**config.mk**
```make
export PLATFORM = sky130hd
export DESIGN_NAME = serial_adder
export DESIGN_NICKNAME = d
export VERILOG_FILES = /design/src/rtl/serial_adder.sv
export SDC_FILE = /design/constraint.sdc
export NUM_CORES = 1
export LEC_CHECK = 0
export CORE_ASPECT_RATIO = 1.25
export CORE_MARGIN = 2
export CORE_UTILIZATION = 35
export CTS_CLUSTER_DIAMETER = 200
export DETAILED_ROUTE_END_ITERATION = 10
export PLACE_DENSITY_LB_ADDON = 0.3
export SLEW_MARGIN = 20
export SYNTH_ARGS = -nofsm -noshare
export SYNTH_HDL_FRONTEND = slang
export SYNTH_SLANG_ARGS = --single-unit
```
**constraint.sdc**
```tcl
create_clock -name clk -period 5.5 [get_ports clk]
set_input_delay 1.1 -clock clk [delete_from_list [all_inputs] [get_ports clk]]
set_output_delay 1.1 -clock clk [all_outputs]
set_load 0.005 [all_outputs]
```
**src/rtl/serial_adder.sv**
```systemverilog
// serial_adder: digit-serial adder that processes DIGIT bits per clock,
// LSB slice first, and returns the sum, carry-out, signed overflow and
// zero flag after WIDTH/DIGIT cycles.
// Optional feature: define SERIAL_ADDER_SUB_EN to add a 'sub' input
// (a - b computed as a + ~b + 1).
module serial_adder #(
    parameter int unsigned WIDTH = 32,
    parameter int unsigned DIGIT = 4
) (
    input  logic             clk,
    input  logic             rst,
    input  logic             start,
    input  logic [WIDTH-1:0] a,
    input  logic [WIDTH-1:0] b,
    input  logic             cin,
`ifdef SERIAL_ADDER_SUB_EN
    input  logic             sub,
`endif
    output logic             busy,
    output logic             done,
    output logic [WIDTH-1:0] s,
    output logic             cout,
    output logic             ovf,
    output logic             zf
);

    localparam int unsigned N     = WIDTH / DIGIT;
    localparam int unsigned CNT_W = (N > 1) ? $clog2(N) : 1;
    localparam logic [CNT_W-1:0] CNT_LAST = CNT_W'(N - 1);

    // Reject parameter sets that do not split WIDTH into whole digits.
    if (DIGIT == 0 || WIDTH == 0 || (WIDTH % DIGIT) != 0) begin : g_bad_param
        $error("serial_adder: WIDTH must be a non-zero multiple of DIGIT");
    end

    typedef enum logic [1:0] {
        IDLE = 2'd0,
        RUN  = 2'd1,
        DONE = 2'd2
    } state_t;

    state_t state_q, state_d;

    logic [WIDTH-1:0] a_q, b_q;
    logic [WIDTH-1:0] acc_q, acc_d;
    logic             carry_q;
    logic [CNT_W-1:0] cnt_q;
    logic             busy_q, done_q;
    logic [WIDTH-1:0] s_q;
    logic             cout_q, ovf_q, zf_q;

    logic             load;
    logic             step;
    logic             last;
    logic [WIDTH-1:0] b_load;
    logic             cin_load;
    logic [DIGIT-1:0] slice_sum;
    logic [DIGIT:0]   chain;

    assign last = (cnt_q == CNT_LAST);

    // Operand B and carry-in as they are latched; subtraction folds into addition.
    always_comb begin
        b_load   = b;
        cin_load = cin;
`ifdef SERIAL_ADDER_SUB_EN
        if (sub) begin
            b_load   = ~b;
            cin_load = 1'b1;
        end
`endif
    end

    // Next-state logic: accept start in IDLE/DONE, count N slices in RUN.
    always_comb begin
        state_d = state_q;
        load    = 1'b0;
        step    = 1'b0;
        case (state_q)
            IDLE: begin
                if (start) begin
                    load    = 1'b1;
                    state_d = RUN;
                end
            end
            RUN: begin
                step = 1'b1;
                if (last) begin
                    state_d = DONE;
                end
            end
            DONE: begin
                if (start) begin
                    load    = 1'b1;
                    state_d = RUN;
                end else begin
                    state_d = IDLE;
                end
            end
            default: begin
                state_d = IDLE;
            end
        endcase
    end

    // DIGIT-bit ripple chain of full adders over the current low slice.
    always_comb begin
        chain     = '0;
        slice_sum = '0;
        chain[0]  = carry_q;
        for (int i = 0; i < int'(DIGIT); i++) begin
            slice_sum[i] = a_q[i] ^ b_q[i] ^ chain[i];
            chain[i+1]   = (a_q[i] & b_q[i]) | (chain[i] & (a_q[i] ^ b_q[i]));
        end
    end

    // Accumulator: new slice enters at the top, earlier slices shift down.
    always_comb begin
        acc_d = (acc_q >> DIGIT) | (WIDTH'(slice_sum) << (WIDTH - DIGIT));
    end

    // FSM state and status flags.
    always_ff @(posedge clk or posedge rst) begin
        if (rst) begin
            state_q <= IDLE;
            busy_q  <= 1'b0;
            done_q  <= 1'b0;
        end else begin
            state_q <= state_d;
            busy_q  <= (state_d == RUN);
            done_q  <= (state_d == DONE);
        end
    end

    // Operand shift registers, carry register, slice counter and accumulator.
    always_ff @(posedge clk or posedge rst) begin
        if (rst) begin
            a_q     <= '0;
            b_q     <= '0;
            acc_q   <= '0;
            carry_q <= 1'b0;
            cnt_q   <= '0;
        end else if (load) begin
            a_q     <= a;
            b_q     <= b_load;
            acc_q   <= '0;
            carry_q <= cin_load;
            cnt_q   <= '0;
        end else if (step) begin
            a_q     <= a_q >> DIGIT;
            b_q     <= b_q >> DIGIT;
            acc_q   <= acc_d;
            carry_q <= chain[DIGIT];
            cnt_q   <= last ? '0 : cnt_q + CNT_W'(1);
        end
    end

    // Result registers: written only on the edge that enters DONE.
    always_ff @(posedge clk or posedge rst) begin
        if (rst) begin
            s_q    <= '0;
            cout_q <= 1'b0;
            ovf_q  <= 1'b0;
            zf_q   <= 1'b0;
        end else if (step && last) begin
            s_q    <= acc_d;
            cout_q <= chain[DIGIT];
            ovf_q  <= chain[DIGIT] ^ chain[DIGIT-1];
            zf_q   <= (acc_d == '0);
        end
    end

    assign busy = busy_q;
    assign done = done_q;
    assign s    = s_q;
    assign cout = cout_q;
    assign ovf  = ovf_q;
    assign zf   = zf_q;

endmodule

```
Fig. 1: run 1, cell density map
The die is cut into 12 by 14 equal tiles; white is low, dark blue is high, 0 to 100% covered.
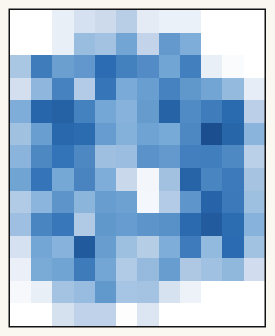
9.5% of the tiles are over 75% full. The fullest tile reaches 88%. The densest ninth of the die: right middle. The mean over all tiles is 42%. The emptiest ninth of the die: top right.

Fig. 2: run 1, pin map
Pins as bars across the die edge, other pins in grey.
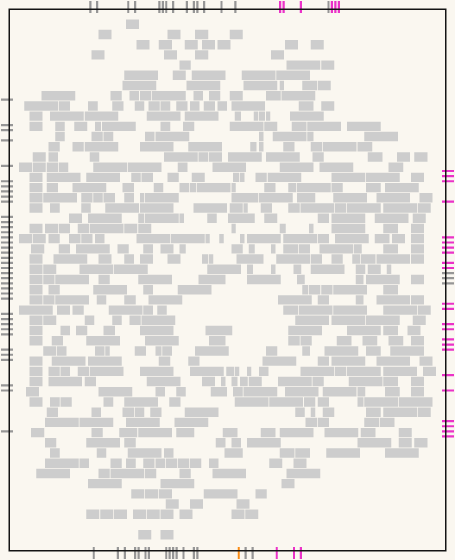
Magenta marks s, pins 32, direction output, edge 23 right, 6 top, 3 bottom. Orange marks rst, pins 1, direction input, edge bottom.

==> summary.txt, run 1 <==
run results: status completed, number of enable flip-flop cells 0, dominant kind of cell sequential cells, gr busiest metal met2, non-clk buf share 15.2%, Startpoint Class input port, critical path buffer and inverter count 2, Final Hold Fails 0, # hold bufs at CTS 0, yosys aoi share 23.2%, Cells after DPL ~700, fin crit period approximately 2.9 ns, Slew headroom 31.2%, share of layout cells above drive strength 1 approximately an eighth, Top pwr grp registers, WS Path Type in -> reg, switching power 1.32 mW, most numerous logic cell after layout dfrtp_1, Final Power 4.19 mW, Yosys Instances 399, Worst Hold Path Cells 1, Syn Area/Cell ~14 sq um, cell type with the largest total area dfrtp_1, Logic inverters 13, ys async rst share 100%, crit path capture a_q[30]$_DFFE_PP0P_, grt met1 use between 15 and 20%, Top Layer Used met4, Cells after Synth 399, syn_nets 473, Flop pwr share between 40% and 50%, Flops 135, via count 3,681, vias per cell 5.13, First-pass DRT Iterations 4, combinational fraction of the cell area 26.3%, Tot GR Track Use between 10% and 20%, Top non-seq family AND-OR/OR-AND gates, number of buffers inserted by port buffering 104, P_seq approximately 1.7 mW, Crit Path Max Fanout between 40 and 50, worst endpoint data arrival time approximately 3.2 ns, cell family with most CP delay buffers and inverters, hold_sp b_q[8]$_DFFE_PP0P_, setup TNS 0 ns, worst setup path start start, Least-Margin Pin Slew 1.03 ns, DRC Markers 0, Die W roughly 120 um, first-pass GRT wire length 19,300 um, met3 usage 4.09%, leak pwr 3.51 nW, RSZ-0062 raised after global routing no, CTS buffer count 17, Synth cell types 31, initial antenna violation count 0, pin count of the biggest net entering global routing 93, area fraction in xor and xnor cells 0.160%, Routed WL per cell 16.6 um, Slowest-stage cell, CP nor2_4, sequential share of cell area between 40% and 50%, Area Growth Syn to Fin 31.2%, met3 WL 528 um, top-count cell post-synth dfrtp_1, Sink Count between 100 and 150, switching share of power between 30% and 40%, YS chip area 5480 sq um, grt total ovfl 0, most frequent cells in the layout 135 x dfrtp_1, 104 x clkdlybuf4s50_1, 84 x a22o_1, hpwl dp around 7800 um, CTS H-tree depth 4, clk slew on worst S/H paths 0.05 ns, skew final slightly below 0.007 ns, met1 wire length between 5000 and 6000 um
Fig. 3: run 1, clock wires, drivers and flops
Bar = 20 um.
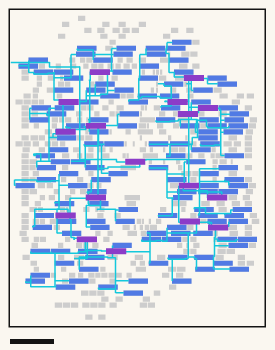
Cyan marks clock wires, length 1,600 um. Purple marks cells driving clock nets, count 17. Blue marks flip-flops, count 135.
There are 18 routed clock nets.

Fig. 4: run 1, placement view
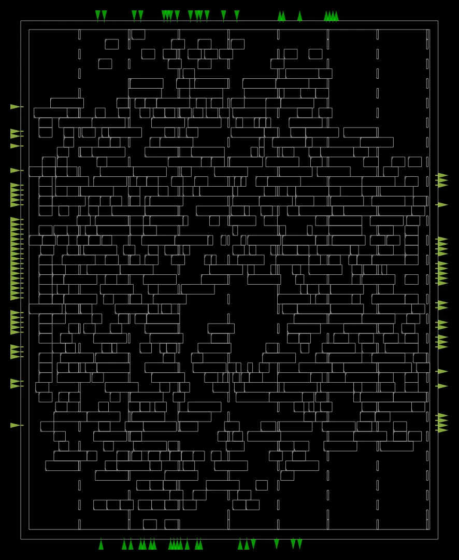
tap cells: 212
row count: 51

==> run 1 -> run 2 <==
==> constraint.sdc (replaced) <==
create_clock -name clk -period 2.4 [get_ports clk]
set_input_delay 0.48 -clock clk [delete_from_list [all_inputs] [get_ports clk]]
set_output_delay 0.48 -clock clk [all_outputs]
set_load 0.005 [all_outputs]
Fig. 5: run 2, placement view
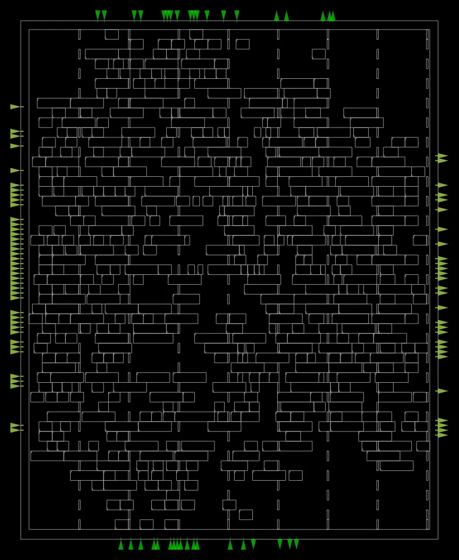
Flops: 135
Layout Cells excl Fill: 732
fin util: 48.3%

Fig. 6: run 2, cell density map
The die is cut into 12 by 14 equal tiles; white is low, dark blue is high, 0 to 100% covered.
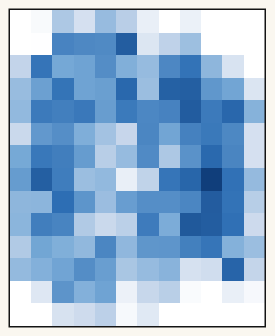
8.3% of the tiles are over 75% full. The mean over all tiles is 43%. The densest ninth of the die: right middle. 12% of the tiles are nearly empty. The fullest tile reaches 94%.

Fig. 7: run 2, clock wires, drivers and flops
Bar = 20 um.
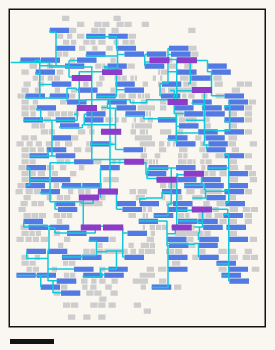
Blue marks flip-flops, count 135. Cyan marks clock wires, length 1,630 um. Purple marks cells driving clock nets, count 17.
Position of the flops: spread over the die. There are 18 routed clock nets.

==> summary.txt, run 2 <==
run results: cell family with most CP delay adder cells, share of layout cells above drive strength 1 around 17%, Top Layer Used met4, area fraction in xor and xnor cells 0.160%, Worst Hold Path Cells 1, Yosys Instances approximately 400, setup TNS -0.134 ns, via count approximately 3,700, hold_sp b_q[11]$_DFFE_PP0P_, yosys aoi share 23.2%, combinational fraction of the cell area 25.6%, gr busiest metal met2, Die W 116 um, number of buffers inserted by port buffering 104, P_seq 3.92 mW, vias per cell between 5 and 6, grt met1 use around 20%, Area Growth Syn to Fin 36.1%, Slew headroom 35.7%, Startpoint Class register, CTS H-tree depth 4, most numerous logic cell after layout dfrtp_1, cell type with the largest total area dfrtp_1, failing checks negative setup slack, WS Path Type reg -> reg, clk slew on worst S/H paths around 0.060 ns, switching power 3.19 mW, Cells after DPL a little under 700, met3 WL about 590 um, most frequent cells in the layout 135 x dfrtp_1, 104 x clkdlybuf4s50_1, 84 x a22o_1, DRT iter0 DRCs around 170, TritonCTS clock tree built, Adder-Cell Fraction of Synth Area ~1.9%, Synth cell types 31, Least-Margin Pin Slew slightly below 1 ns, met3 usage 5.40%, worst setup path start a_q[0]$_DFFE_PP0P_, # hold bufs at CTS 0, pin count of the biggest net entering global routing 92, YS chip area 5480 sq um, top-count cell post-synth dfrtp_1, non-clk buf share 16.4%, Final Hold Fails 0, final setup fails 1, status finished, violations left, sequential share of cell area a little under half, Cells after Synth 399, first-pass GRT wire length 20,100 um, First-pass DRT Iterations 4, dominant kind of cell sequential cells, HP Class reg -> reg, CTS buffer count 17, worst endpoint data arrival time 2.84 ns, Routed WL per cell 16.4 um, Top non-seq family AND-OR/OR-AND gates, Crit Path Max Fanout 2, met1 wire length around 5200 um, crit path capture zf$_DFFE_PP0P_, row count 51, hpwl dp 7930 um, initial antenna violation count 0, Tot GR Track Use 15.6%, grt total ovfl 0, critical path buffer and inverter count 3, number of synthesis warnings 0, DRC Markers 0, Final WS setup -0.134 ns, Flop pwr share a little under two fifths, fin crit period around 2.5 ns, switching share of power a little under a third, ys async rst share 100%, tap cells about 210, skew final 0.00770 ns, syn_nets 473, RSZ-0062 raised after global routing yes, Final Power between 10 and 15 mW, Slowest-stage cell, CP fa_1, leak pwr 3.62 nW, Logic inverters 13, Sink Count 135, Max Fclk 395 MHz
==> run 2 -> run 3 <==
--- a/config.mk
+++ b/config.mk
@@ -10,8 +10,8 @@
 export CORE_UTILIZATION = 35
 export CTS_CLUSTER_DIAMETER = 200
 export DETAILED_ROUTE_END_ITERATION = 10
+export HOLD_SLACK_MARGIN = 0.03
 export PLACE_DENSITY_LB_ADDON = 0.3
-export SLEW_MARGIN = 20
 export SYNTH_ARGS = -nofsm -noshare
 export SYNTH_HDL_FRONTEND = slang
 export SYNTH_SLANG_ARGS = --single-unit
Fig. 8: run 3, cell density map
The die is cut into 12 by 14 equal tiles; white is low, dark blue is high, 0 to 100% covered.
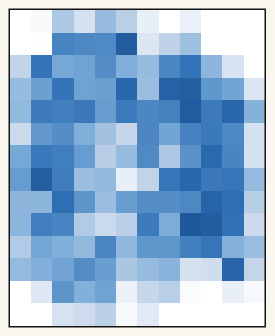
7.7% of the tiles are over 75% full. The mean over all tiles is 43%. The fullest tile reaches 84%. 12% of the tiles are nearly empty.

Fig. 9: run 3, clock wires, drivers and flops
Bar = 20 um.
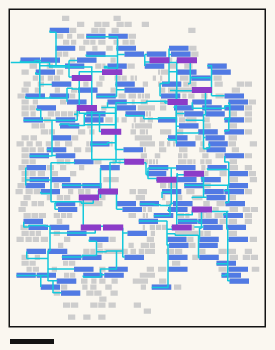
Blue marks flip-flops, count 135. Cyan marks clock wires, length 1,640 um. Purple marks cells driving clock nets, count 17.
There are 18 routed clock nets.

Fig. 10: run 3, placement view
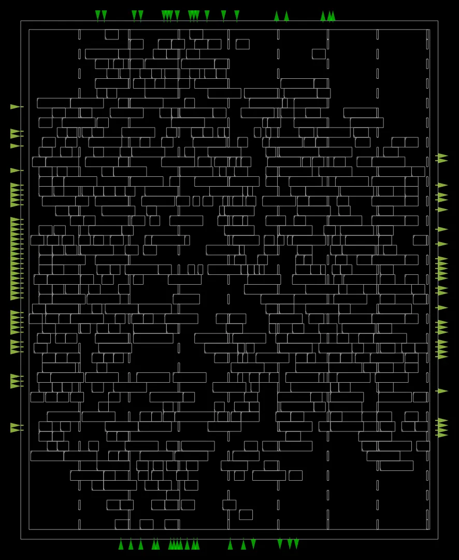
Layout Cells excl Fill: 731
core area: 15,400 sq um

==> summary.txt, run 3 <==
run results: cell type with the largest total area dfrtp_1, DRT iter0 DRCs 185, switching power ~3.2 mW, max-cap viol count 0, initial antenna violation count 0, clk slew on worst S/H paths around 0.06 ns, Post-synth seq share 61.7%, top-count cell post-synth dfrtp_1, status finished, violations left, post_cts resized 4, gr busiest metal met2, DRC Markers 0, ys async rst share 100%, grt total ovfl 0, final setup fails 1, Logic inverters 13, Slowest-stage cell, CP fa_1, leak pwr ~3.6 nW, number of synthesis warnings 0, P_seq ~3.9 mW, skew final 0.00749 ns, area fraction in xor and xnor cells 0.160%, hpwl dp about 8000 um, pin count of the biggest net entering global routing slightly above 90, Cells after Synth between 300 and 400, critical path buffer and inverter count 3, crit path capture zf$_DFFE_PP0P_, vias per cell 5.10, number of buffers inserted by port buffering 104, Slew headroom between 20 and 25%, Sink Count 135, dominant kind of cell sequential cells, fin util 48.1%, clock buffers 20, HP Class reg -> reg, failing checks negative setup slack, met1 wire length 5200 um, syn_nets 473, CTS buffer count 17, P_clk 2.74 mW, Top non-seq family AND-OR/OR-AND gates, Syn Area/Cell roughly 14 sq um, tap cells 212, Worst Hold Path Cells 1, met3 usage 5.40%, Final Hold Fails 0, Crit Path Max Fanout 2, Yosys Instances between 300 and 400, Adder-Cell Fraction of Synth Area 1.92%, MUX area fraction 5.96%, RSZ-0062 raised after global routing yes, Max Fclk 394 MHz, Cells after DPL ~700, # hold bufs at CTS 0, Least-Margin Pin Slew 1.15 ns, cell family with most CP delay adder cells, most numerous logic cell after layout dfrtp_1, most frequent cells in the layout 135 x dfrtp_1, 104 x clkdlybuf4s50_1, 84 x a22o_1, YS chip area 5480 sq um, share of layout cells above drive strength 1 about 17%, worst endpoint data arrival time 2.84 ns, Routed WL per cell 16.4 um, first-pass GRT wire length around 20,000 um, sequential share of cell area 45.5%, CTS H-tree depth 4, hold_sp b_q[11]$_DFFE_PP0P_, WS Path Type reg -> reg, Flop pwr share 37.9%, non-clk buf share 16.1%, TritonCTS clock tree built, combinational fraction of the cell area 25.7%, Top pwr grp registers, Final Power roughly 10 mW, fin crit share 106%, Area Growth Syn to Fin 35.6%, yosys aoi share a little under a quarter, grt met1 use 20.0%, Startpoint Class register, via count approximately 3,700, number of enable flip-flop cells 0, row count about 51, Top Layer Used met4, switching share of power 30.8%, Flops 135, met3 WL 609 um, Final WS setup -0.135 ns, Clock Power Share 26.4%
Power figures rest on the tool's default switching activity, not on a simulated workload.
